File: config.mk
export PLATFORM = sky130hd
export DESIGN_NAME = tt_um_not_tester
export DESIGN_NICKNAME = d
export VERILOG_FILES = /design/src/rtl/tt_um_not_tester.sv
export SDC_FILE = /design/constraint.sdc
export NUM_CORES = 1
export LEC_CHECK = 0
export ABC_AREA = 0
export CORE_MARGIN = 5
export CORE_UTILIZATION = 40
export CTS_CLUSTER_DIAMETER = 80
export CTS_CLUSTER_SIZE = 20
export DETAILED_ROUTE_END_ITERATION = 12
export GPL_TIMING_DRIVEN = 0
export PLACE_DENSITY = 0.67
export SYNTH_ARGS = -nofsm -noshare
export SYNTH_HDL_FRONTEND = slang
export SYNTH_SLANG_ARGS = --single-unit
File: constraint.sdc
create_clock -name clk -period 2.7 [get_ports clk]
set_clock_uncertainty 0.05 [all_clocks]
set_input_delay 0.405 -clock clk [delete_from_list [all_inputs] [get_ports clk]]
set_output_delay 0.405 -clock clk [all_outputs]
set_load 0.05 [all_outputs]
File: src/rtl/tt_um_not_tester.sv
// Stimulus/response checker for an 8-bit inverter: LFSR vectors on uo_out, checks ~vector on ui_in.
// Optional checker self-test via macro NOT_TESTER_FAULT_INJECT_EN (uio_in[1] flips expected bit 0).
module tt_um_not_tester #(
  parameter int unsigned SETTLE_CYCLES = 2,
  parameter int unsigned NUM_VECTORS   = 255,
  parameter logic [7:0]  SEED          = 8'hA5
) (
  input  logic [7:0] ui_in,
  output logic [7:0] uo_out,
  input  logic [7:0] uio_in,
  output logic [7:0] uio_out,
  output logic [7:0] uio_oe,
  input  logic       ena,
  input  logic       clk,
  input  logic       rst_n
);

  localparam int unsigned VW = 8;
  localparam int unsigned CW = 4;
  localparam logic [CW-1:0] SETTLE_INIT = CW'(SETTLE_CYCLES - 1);
  localparam logic [VW-1:0] LAST_VEC    = VW'(NUM_VECTORS - 1);
  localparam logic [CW-1:0] ERR_MAX     = '1;

  typedef enum logic [1:0] {
    IDLE   = 2'd0,
    SETTLE = 2'd1,
    CHECK  = 2'd2,
    DONE   = 2'd3
  } state_t;

  state_t        state, state_d;
  logic [VW-1:0] pat, pat_d;
  logic [VW-1:0] uo_d;
  logic [VW-1:0] vec_cnt, vec_cnt_d;
  logic [CW-1:0] settle_cnt, settle_d;
  logic [CW-1:0] err_cnt, err_d;
  logic          done, done_d;
  logic          pass, pass_d;
  logic          start_q;

  logic          start_edge_c;
  logic [VW-1:0] pat_next_c;
  logic [VW-1:0] expected_c;
  logic          mismatch_c;
  logic [CW-1:0] err_inc_c;
  logic          unused_c;

  assign start_edge_c = uio_in[0] & ~start_q;
  assign pat_next_c   = {pat[6:0], pat[7] ^ pat[5] ^ pat[4] ^ pat[3]};

`ifdef NOT_TESTER_FAULT_INJECT_EN
  // Flipping bit 0 of the expectation makes a healthy DUT look faulty.
  assign expected_c = ~pat ^ {7'b0, uio_in[1]};
  assign unused_c   = ^uio_in[7:2];
`else
  assign expected_c = ~pat;
  assign unused_c   = ^uio_in[7:1];
`endif

  assign mismatch_c = (ui_in != expected_c);
  assign err_inc_c  = (mismatch_c && (err_cnt != ERR_MAX)) ? err_cnt + CW'(1) : err_cnt;

  // Next-state and next-output logic
  always_comb begin
    state_d   = state;
    pat_d     = pat;
    uo_d      = uo_out;
    vec_cnt_d = vec_cnt;
    settle_d  = settle_cnt;
    err_d     = err_cnt;
    done_d    = done;
    pass_d    = pass;
    case (state)
      IDLE, DONE: begin
        if (start_edge_c) begin
          pat_d     = SEED;
          uo_d      = SEED;
          vec_cnt_d = '0;
          err_d     = '0;
          done_d    = 1'b0;
          pass_d    = 1'b0;
          settle_d  = SETTLE_INIT;
          state_d   = SETTLE;
        end
      end
      SETTLE: begin
        uo_d = pat;
        if (settle_cnt == '0) begin
          state_d = CHECK;
        end else begin
          settle_d = settle_cnt - CW'(1);
        end
      end
      CHECK: begin
        err_d = err_inc_c;
        if (vec_cnt == LAST_VEC) begin
          state_d = DONE;
          uo_d    = '0;
          done_d  = 1'b1;
          pass_d  = (err_inc_c == '0);
        end else begin
          vec_cnt_d = vec_cnt + VW'(1);
          pat_d     = pat_next_c;
          uo_d      = pat_next_c;
          settle_d  = SETTLE_INIT;
          state_d   = SETTLE;
        end
      end
      default: state_d = IDLE;
    endcase
  end

  // State and output registers; ena low freezes everything
  always_ff @(posedge clk or negedge rst_n) begin
    if (!rst_n) begin
      state      <= IDLE;
      uo_out     <= '0;
      pat        <= SEED;
      vec_cnt    <= '0;
      settle_cnt <= '0;
      err_cnt    <= '0;
      done       <= 1'b0;
      pass       <= 1'b0;
      start_q    <= 1'b0;
    end else if (ena) begin
      state      <= state_d;
      uo_out     <= uo_d;
      pat        <= pat_d;
      vec_cnt    <= vec_cnt_d;
      settle_cnt <= settle_d;
      err_cnt    <= err_d;
      done       <= done_d;
      pass       <= pass_d;
      start_q    <= uio_in[0];
    end
  end

  assign uio_out = {err_cnt, pass, done, 2'b00};
  assign uio_oe  = 8'b1111_1100;

endmodule

Run 1, signal wires by layer:
The bar under the picture is 20 µm long.
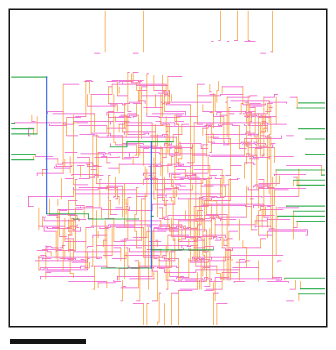
legend:
  green:
    layer: M3
    wire_length: 230 µm
  magenta:
    layer: M1
    wire_length: 2230 µm
  blue:
    layer: M4
    wire_length: 69.4 µm
  orange:
    layer: M2
    wire_length: 2040 µm
per-cell routed wire length: 13.4 µm
All-Layer GR Usage: 13.8%

Run 1, sequential cells grouped by signal name:
The bar under the picture is 20 µm long.
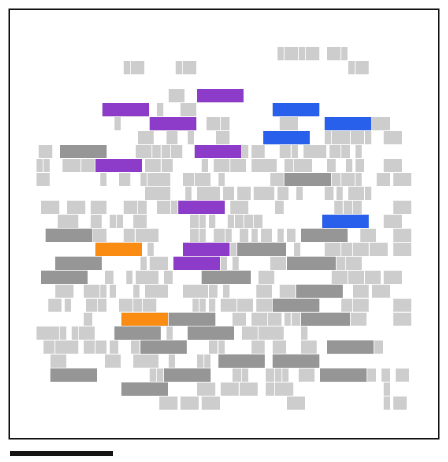
legend:
  orange:
    signal: state
    flops: 2
  purple:
    signal: vec_cnt
    flops: 8
  blue:
    signal: err_cnt
    flops: 4
    where: upper right

Run 1, track usage over the die:
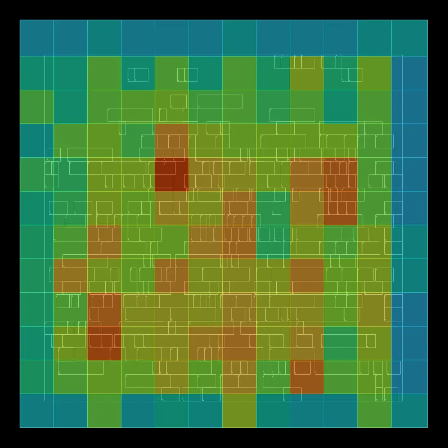
Global Route met1 Usage: 18.3%
global routing usage on met2: 21.5%
final core utilization: 50.3%
routing usage on met3: 4.26%

==> job_summary.md, run 1 <==
## Implementation flow summary

| Metric | Value |
|---|---|
| Most frequently placed logic cell in the final layout | `sky130_fd_sc_hd__dfrtp_1` |
| Sequential Power | `913 µW` |
| Number of nets at the end of the flow | `297` |
| Tightest Hold Check Type | `in2async` |
| Placed cell areas | `2510 µm²` |
| Synth unique cells | `42` |
| Most frequent cells in the layout | `sky130_fd_sc_hd__dfrtp_1, sky130_fd_sc_hd__clkdlybuf4s50_1, sky130_fd_sc_hd__nor2_1` |
| Area of the mapped netlist | `2150 µm²` |
| Clock tree from TritonCTS | `done` |
| Fmax achieved | `0.473 GHz` |
| Antenna violations before repair | `0` |
| DR WL met3 | `229 µm` |
| Total area of sequential cells | `931 µm²` |
| Startpoint types | `flop` |
| Group drawing the most power | `combinational cells` |
| List of cells traversed by the critical path | `inv_1 > ha_1 > and2b_1 > o21a_1 > buf_4 > nand2_4 > or4_1 > a21oi_1` |
| Arithmetic-cell share of the synthesized area counting full adders, half adders and majority gates | `4.66%` |
| Crit Path Category | `reg2reg` |
| Final HPWL DP | `3310 µm` |
| Flops out of synthesis | `37` |
| Sum of internal, switching and leakage power | `2650 µW` |
| Result of the run | `finished, final reports clean` |
| Count of cells along the worst register-to-register path | `8` |
| Number of nets with antenna violations after detailed routing | `0` |
| Chip area estimate from yosys synthesis | `2150 µm²` |
| Post-Synthesis Cells | `230` |
| Most instantiated flip-flop cell in the synthesis netlist | `sky130_fd_sc_hd__dfrtp_1` |
| Fp_density | `41.6%` |
| Number of buffers created by CTS | `5` |
| Maximum VDD drop | `475 µV` |
| Root buf cell | `sky130_fd_sc_hd__clkbuf_8` |
| Summed negative setup slack over all endpoints | `0 ns` |
| Final critical-path share of the clock period | `78.3%` |
| Placed Cells | `333` |
| Cell family with most CP delay | `simple AND/OR/NAND/NOR gates` |
| Slowest cell on the critical path | `sky130_fd_sc_hd__or4_1` |
| Sw power | `1220 µW` |
| Largest registers in the final layout | `pat: 8 flops, uo_out: 8 flops, vec_cnt: 8 flops` |
| First element of the critical path | `state[0]` |
| Clock tree sinks | `37` |
| Dominant kind of combinational cell | `simple AND/OR/NAND/NOR gates` |
| Share of post-route cells with drive strength above 1 | `13.3%` |
| Post-layout instance area | `2600 µm²` |
| Via total after detailed routing | `1699` |
| Post-route met1 wirelength | `2230 µm` |
| H-tree level count | `2` |
| 1st-pass router iterations | `4` |
| Endpoint of the lowest-slack register-to-register path | `vec_cnt[5]` |
| Clock group total power | `408 µW` |
| Critical path capture point | `vec_cnt[5]` |
| Most heavily used metal layer in global routing | `met2` |
| Final standard cell count with taps included and fillers excluded | `341` |
| Largest net degree at the start of global routing | `38` |
| Min setup slack post-route | `0.585 ns` |
| Number of cell rows | `26` |
| Global-route wire length before repair | `7940 µm` |
| Combinational Area | `1060 µm²` |
| Number of standard cells reported by yosys | `230` |
| Detailed-route DRC error count | `0` |
| Comb pwr share | `50.1%` |
| Crit. path cell count | `8` |
| Final Hold Violation Tally | `0` |
| Maximum buffer depth of the clock tree | `2` |
run 1: cells in the mapped netlist, types with 2 or more instances:
master	n	share of area, %
sky130_fd_sc_hd__clkbuf_2	3	0.70
sky130_fd_sc_hd__o21a_1	2	0.70
sky130_fd_sc_hd__o21ai_0	13	3.0
sky130_fd_sc_hd__buf_2	2	0.47
sky130_fd_sc_hd__ha_1	8	4.7
sky130_fd_sc_hd__a22oi_1	6	2.1
sky130_fd_sc_hd__dfstp_2	4	4.9
sky130_fd_sc_hd__o22ai_1	4	1.2
sky130_fd_sc_hd__nand4_1	4	1.2
sky130_fd_sc_hd__and2_1	3	0.87
sky130_fd_sc_hd__and3_1	2	0.58
sky130_fd_sc_hd__clkbuf_1	4	0.70
sky130_fd_sc_hd__and4_1	3	1.2
sky130_fd_sc_hd__nand2_1	19	3.3
sky130_fd_sc_hd__a22o_1	7	2.9
sky130_fd_sc_hd__xnor2_1	3	1.2
sky130_fd_sc_hd__inv_1	11	1.9
sky130_fd_sc_hd__xor2_1	13	5.3
sky130_fd_sc_hd__dfrtp_1	33	38
sky130_fd_sc_hd__a21oi_1	9	2.1
sky130_fd_sc_hd__mux2i_1	5	2.3
sky130_fd_sc_hd__nand2b_1	4	1.2
sky130_fd_sc_hd__buf_4	14	4.9
sky130_fd_sc_hd__o31ai_1	4	1.4
sky130_fd_sc_hd__conb_1	2	0.35
sky130_fd_sc_hd__nand3_1	7	1.6
sky130_fd_sc_hd__nor2_1	23	4.0
sky130_fd_sc_hd__a221oi_1	4	1.6
run 1: layout make-up:
type,count,area share [%]
multi-input combinational,167,40.8
sequential,37,35.8
timing repair buffer,25,9.42
buffer,23,5.58
tap,70,3.37
clock buffer,5,2.64
inverter,11,1.59
clock inverter,3,0.817
Run 1, placed cells, one color a class:
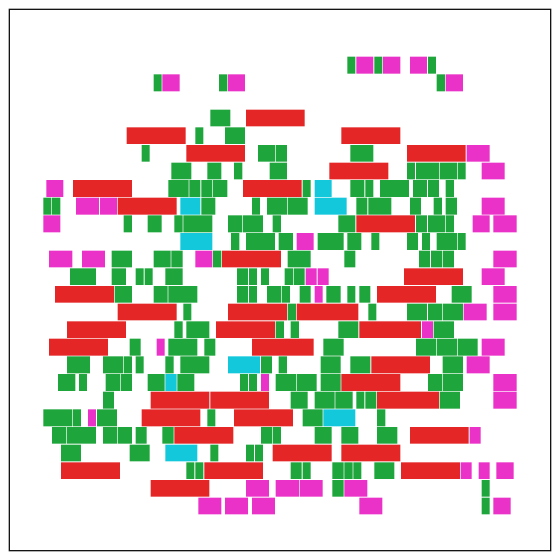

## Run 2: what changed since run 1
==> constraint.sdc (replaced) <==
create_clock -name clk -period 2.1 [get_ports clk]
set_clock_uncertainty 0.05 [all_clocks]
set_input_delay 0.315 -clock clk [delete_from_list [all_inputs] [get_ports clk]]
set_output_delay 0.315 -clock clk [all_outputs]
set_load 0.05 [all_outputs]
Run 2, placed cells, one color a class:
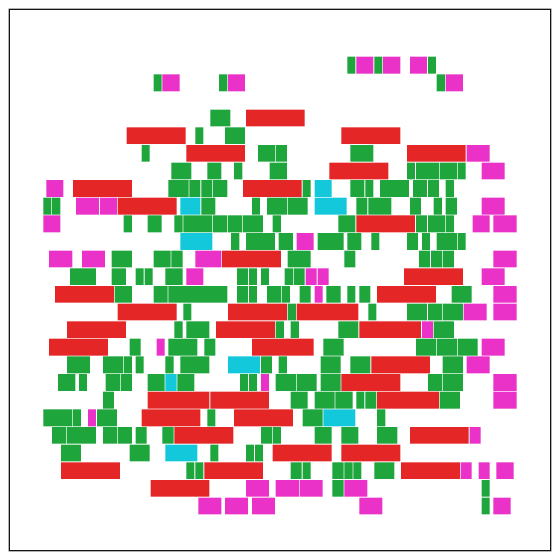
legend:
  cyan:
    class: clock drivers and dummy loads
    cells: 8
    share_of_their_area: 3.5%
  green:
    class: remaining logic cells
    cells: 178
    share_of_their_area: 44%
  red:
    class: registers
    cells: 37
    share_of_their_area: 37%
  magenta:
    class: remaining buffers and delay cells
    cells: 49
    share_of_their_area: 16%

==> run 2 against run 1 <==
Net effect: routed wire length is essentially flat; sequential share of layout area shrank 0.33 points; final area grew 1.1%.
==> job_summary.md, run 2 <==
## Implementation flow summary

| Metric | Value |
|---|---|
| Global routing usage on met2 | `21.6%` |
| Synth unique cells | `42` |
| Share of post-route cells with drive strength above 1 | `15.1%` |
| Routing usage on met3 | `4.26%` |
| Placeable Area | `5170 µm²` |
| Sw power | `1580 µW` |
| Antenna violations before repair | `0` |
| Largest area contributor in the netlist | `sky130_fd_sc_hd__dfrtp_1` |
| Number of standard cells reported by yosys | `230` |
| Pre-CTS setup slack | `-0.107 ns` |
| Die Height | `83.3 µm` |
| Root buf cell | `sky130_fd_sc_hd__clkbuf_8` |
| Min setup slack post-route | `0.110 ns` |
| Number of nets at the end of the flow | `298` |
| Fmax achieved | `0.502 GHz` |
| Via total after detailed routing | `1704` |
| Final HPWL DP | `3310 µm` |
| Detailed-route DRC error count | `0` |
| Maximum VDD drop | `610 µV` |
| OpenROAD warnings | `38` |
| Share of async-settable or async-resettable flops after synthesis | `100%` |
| Startpoint types | `flop` |
| Placed Cells | `333` |
| Top cells by count | `sky130_fd_sc_hd__dfrtp_1, sky130_fd_sc_hd__nor2_1, sky130_fd_sc_hd__nand2_1, sky130_fd_sc_hd__buf_4` |
| Post-layout instance area | `2630 µm²` |
| Number of cell rows | `26` |
| Final critical-path share of the clock period | `94.8%` |
| Global-route wire length before repair | `7940 µm` |
| Crit Path Category | `reg2reg` |
| 1st-pass router iterations | `4` |
| Sum of internal, switching and leakage power | `3460 µW` |
| Result of the run | `finished, final reports clean` |
| Fp_density | `41.6%` |
| Post-route met1 wirelength | `2210 µm` |
| Largest registers in the final layout | `pat: 8 flops, uo_out: 8 flops, vec_cnt: 8 flops` |
| H-tree level count | `2` |
| Most frequently placed logic cell in the final layout | `sky130_fd_sc_hd__dfrtp_1` |
| Post-Synthesis Cells | `230` |
| Number of buffers created by CTS | `5` |
| Most heavily used metal layer in global routing | `met2` |
| Per-cell routed wire length | `13.4 µm` |
| All-Layer GR Usage | `13.8%` |
| Count of cells along the worst register-to-register path | `7` |
| Summed negative setup slack over all endpoints | `0 ns` |
| Total area of sequential cells | `932 µm²` |
| Final Hold Violation Tally | `0` |
| Clock tree sinks | `37` |
| Combinational Area | `1080 µm²` |
| Comb pwr share | `50.7%` |
| Most instantiated flip-flop cell in the synthesis netlist | `sky130_fd_sc_hd__dfrtp_1` |
| Clock tree from TritonCTS | `done` |
| Yosys warning tally | `0` |
| Worst hold margin | `0.0415 ns` |
| Placed cell areas | `2510 µm²` |
| Area of the mapped netlist | `2150 µm²` |
| Cell area leaders | `sky130_fd_sc_hd__dfrtp_1, sky130_fd_sc_hd__xor2_1, sky130_fd_sc_hd__buf_4` |
| Chip area estimate from yosys synthesis | `2150 µm²` |
| DR WL met3 | `243 µm` |
| Post-synthesis cell type with the largest instance count | `sky130_fd_sc_hd__dfrtp_1` |
| Most frequent cells in the layout | `sky130_fd_sc_hd__dfrtp_1, sky130_fd_sc_hd__clkdlybuf4s50_1, sky130_fd_sc_hd__nor2_1` |
==> run 2: cell counts after synthesis <==
No cell type changed its count.
==> run 2: power by group through the flow <==
stage / Combinational, µW / Sequential, µW / Clock (µW)
after CTS: 1740 / 1170 / 535
after detailed placement: 1710 / 1190 / 0
after global placement: 1690 / 1180 / 0
after global routing: 1930 / 1210 / 571
final: 1750 / 1180 / 526
after floorplan: 963 / 1450 / 0
==> run 2: final timing paths <==
path	endpoint	slack (ns)
setup reg to reg	vec_cnt[5]	0.11
hold reg to reg	uo_out[1]	0.45
min in group clk	uo_out[1]	0.45
setup / recovery	vec_cnt[5]	0.11
max in group asynchronous	state[1]	1.38
hold / removal	pat[4]	0.04
==> run 2: critical path: stages (launching register included) <==
cell                      delay, ns
sky130_fd_sc_hd__dfrtp_2       0.44
sky130_fd_sc_hd__ha_4          0.29
sky130_fd_sc_hd__and3b_1       0.17
sky130_fd_sc_hd__o21a_1        0.14
sky130_fd_sc_hd__buf_6         0.14
sky130_fd_sc_hd__nand2_4       0.07
sky130_fd_sc_hd__or4_1         0.46
sky130_fd_sc_hd__a21oi_1       0.14
==> run 2: area by class of cell <==
type,instances,area share (%)
Buffer,23,5.66
Clock buffer,5,2.62
Sequential cell,37,35.4
Inverter,11,1.57
Clock inverter,3,0.809
Multi-Input combinational cell,167,41.0
Tap cell,70,3.33
Timing Repair Buffer,26,9.61
==> run 2: kinds of logic after synthesis <==
kind of cell / synth area share, %
compound gates: 16.2
xor+xnor: 6.52
fa+ha+maj: 4.66
buf+inv: 8.67
flops: 43.3
mux: 2.85
other cells: 0.349
simple gates: 17.4
==> run 2: what timing repair did <==
action	CTS	global route
gates resized	0	5
hold buffers	0	0
gates cloned	0	0
hold endpoints to repair	0	0
setup endpoints to repair	1	10
setup buffers	1	0
pin swaps	0	1
Power is estimated from default activity; no workload was simulated.
